Design saturn_bus_arbiter_flat, sky130hd; sources not shown.
==> run_1/layer_met1.png <==
Cells faint in the background.
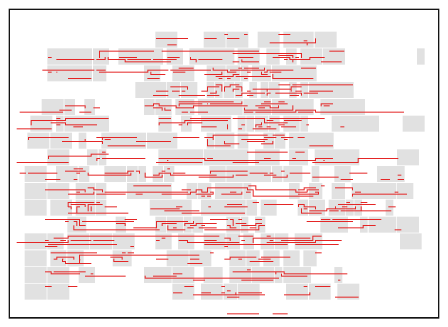
The wires run mostly horizontal. The layer holds 45% of the routed length. The layer carries 1340 µm of wire.
via count: 1185
Post-Route WL: 3005 µm

==> run_1/layer_met2.png <==
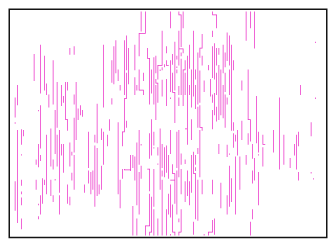
The longest straight run is 20.2 µm. 191 nets have wire on it. The layer carries 1390 µm of wire.
GRT met2 Usage: 29.49%

==> run_1/layer_met3.png <==
Cells faint in the background.
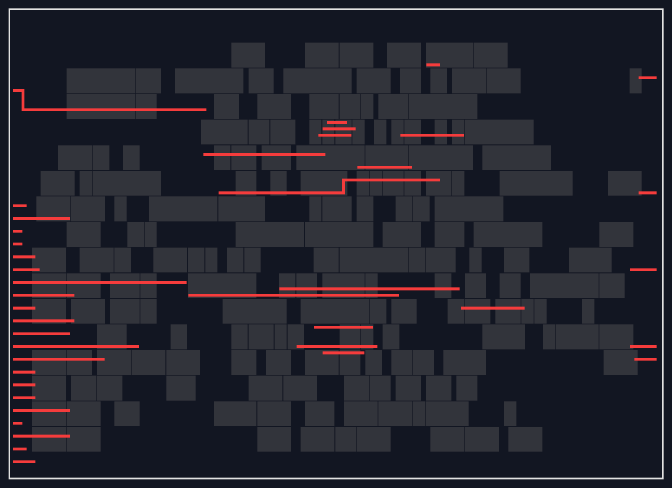
The longest straight run is 22.1 µm. The wires run mostly horizontal.
met3 GRT Util: 5.112%

==> ci_impl_report.md, run 1 <==
### Metrics collected by this job

| Metric | Value |
|---|---|
| Dominant Register Cell | dfxtp_1 |
| Bufs and invs on worst path | 2 |
| Synth top cells by count | dfxtp_1, nand2_1, o21ai_0 |
| Yosys adder share | 7.194% |
| Ys async rst share | 0% |
| Drt pass-1 iters | 4 |
| Fin crit period | 2.121 ns |
| Non-Filler Instances | 220 |
| Setup slack at placement | -0.07307 ns |
| FFs & Latches | 18 |
| Yosys reg bits | 18 |
| Count of non-CTS inverters in the layout | 6 |
| Port buffer count | 48 |
| Yosys stat area | 1044 µm² |
| Area growth syn-to-layout | 62.35% |
| Yosys simple share | 25.18% |
| Vias in the first global route | 1080 |
| Clk_lat worst skew | 0.26 ns |
| Area of the core | 2823 µm² |
| Setup ws final | 0.07861 ns |
| Largest logic family | AND-OR/OR-AND gates |
| Mapped Cells | 125 |
| Leakage | 0.6427 nW |
| CP peak stage delay | 0.33 ns |
| Clk power | 0.270 mW |
| Post-CTS Hold Buffers | 0 |
| Die Y-Extent | 49.69 µm |
| Top Layer Used | met4 |
| Reg power frac | 45.7% |
| P per Cell Area | 434.9 nW/µm² |
| Net Sw Frac | 22.57% |
| Status | finished clean |
| Fraction of area in clock buffers and inverters | 3.250% |
| Number of enable flip-flop cells | 0 |
| Logic area | 645.6 µm² |
| Worst hold slack | 0.4881 ns |
| Grt ovf | 0 |
| Maximum VDD drop | 0.0002523 V |
| RSZ-0062 raised after global routing | false |
| Max-cap violations | 0 |
| Seq power | 0.337 mW |
| Internal cell power | 0.5705 mW |
| Post-route DRC | 0 |
| R2R setup slack | 0.27 ns |
| Clock buf count | 4 |
| Metal3 WL | 252 µm |
==> run 1 -> run 2 <==
Settings changed: CORE_UTILIZATION 35 to 40, PLACE_DENSITY 0.7 to 0.79.
==> run_2/flops_by_reg.png <==
The bar under the picture is 20 µm long.
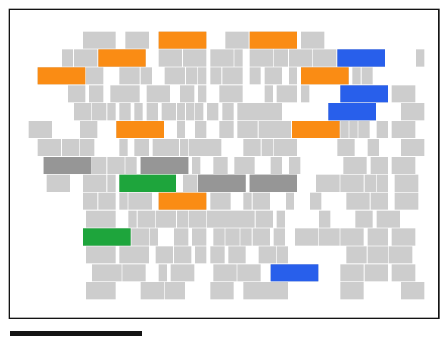
u_core.o_collision_cnt: shown in orange, flops 8. u_core.bus.o_bus_nibble: shown in blue, flops 4. u_core.r_cfg_count: shown in green, flops 2.
Another 4 sequential cells are not coloured.
Final Util: 67.42%
Seq power: 0.337 mW
Storage cell area: 364.1 µm²
fraction of area in registers: 21.80%

==> run 2 against run 1 <==
Effect of this change: synthesized cell count is the same; worst setup slack gained 0.046 ns; clock skew shrank 0.0011 ns; via count shrank 1.4%; register-to-register slack lost 0.14 ns; critical path depth grew 4; clock power shrank 16%; total power shrank 5.5%; critical endpoint is now u_core.bus.o_bus_nibble[2]$_SDFFE_PN1P_; largest cell class unchanged.
==> ci_impl_report.md, run 2 <==
### Metrics collected by this job

| Metric | Value |
|---|---|
| Vias in the first global route | 1055 |
| Yosys adder share | 7.194% |
| Logic area | 640.6 µm² |
| Fin crit period | 2.075 ns |
| Ys async rst share | 0% |
| Net Sw Frac | 23.59% |
| Yosys reg bits | 18 |
| Count of non-CTS inverters in the layout | 6 |
| Post-route DRC | 0 |
| Setup slack at placement | -0.05717 ns |
| P per Cell Area | 416.6 nW/µm² |
| Largest logic family | AND-OR/OR-AND gates |
| Leakage | 0.6339 nW |
| Yosys simple share | 25.18% |
| Non-Filler Instances | 217 |
| Internal cell power | 0.5318 mW |
| Max-cap violations | 0 |
| Setup ws final | 0.1248 ns |
| R2R setup slack | 0.13 ns |
| Area growth syn-to-layout | 60.07% |
| Status | finished clean |
| Post-CTS Hold Buffers | 0 |
| FFs & Latches | 18 |
| Yosys stat area | 1044 µm² |
| RSZ-0062 raised after global routing | false |
| Post-Route WL | 3162 µm |
| Bufs and invs on worst path | 2 |
| Grt ovf | 0 |
| CP peak stage delay | 0.50 ns |
| Drt pass-1 iters | 6 |
| Maximum VDD drop | 0.0003204 V |
| GRT met2 Usage | 38.97% |
| Mapped Cells | 125 |
| Clk power | 0.228 mW |
| Die Y-Extent | 46.74 µm |
| Reg power frac | 48.4% |
| Number of enable flip-flop cells | 0 |
| Via count | 1168 |
Power is estimated from default activity; no workload was simulated.
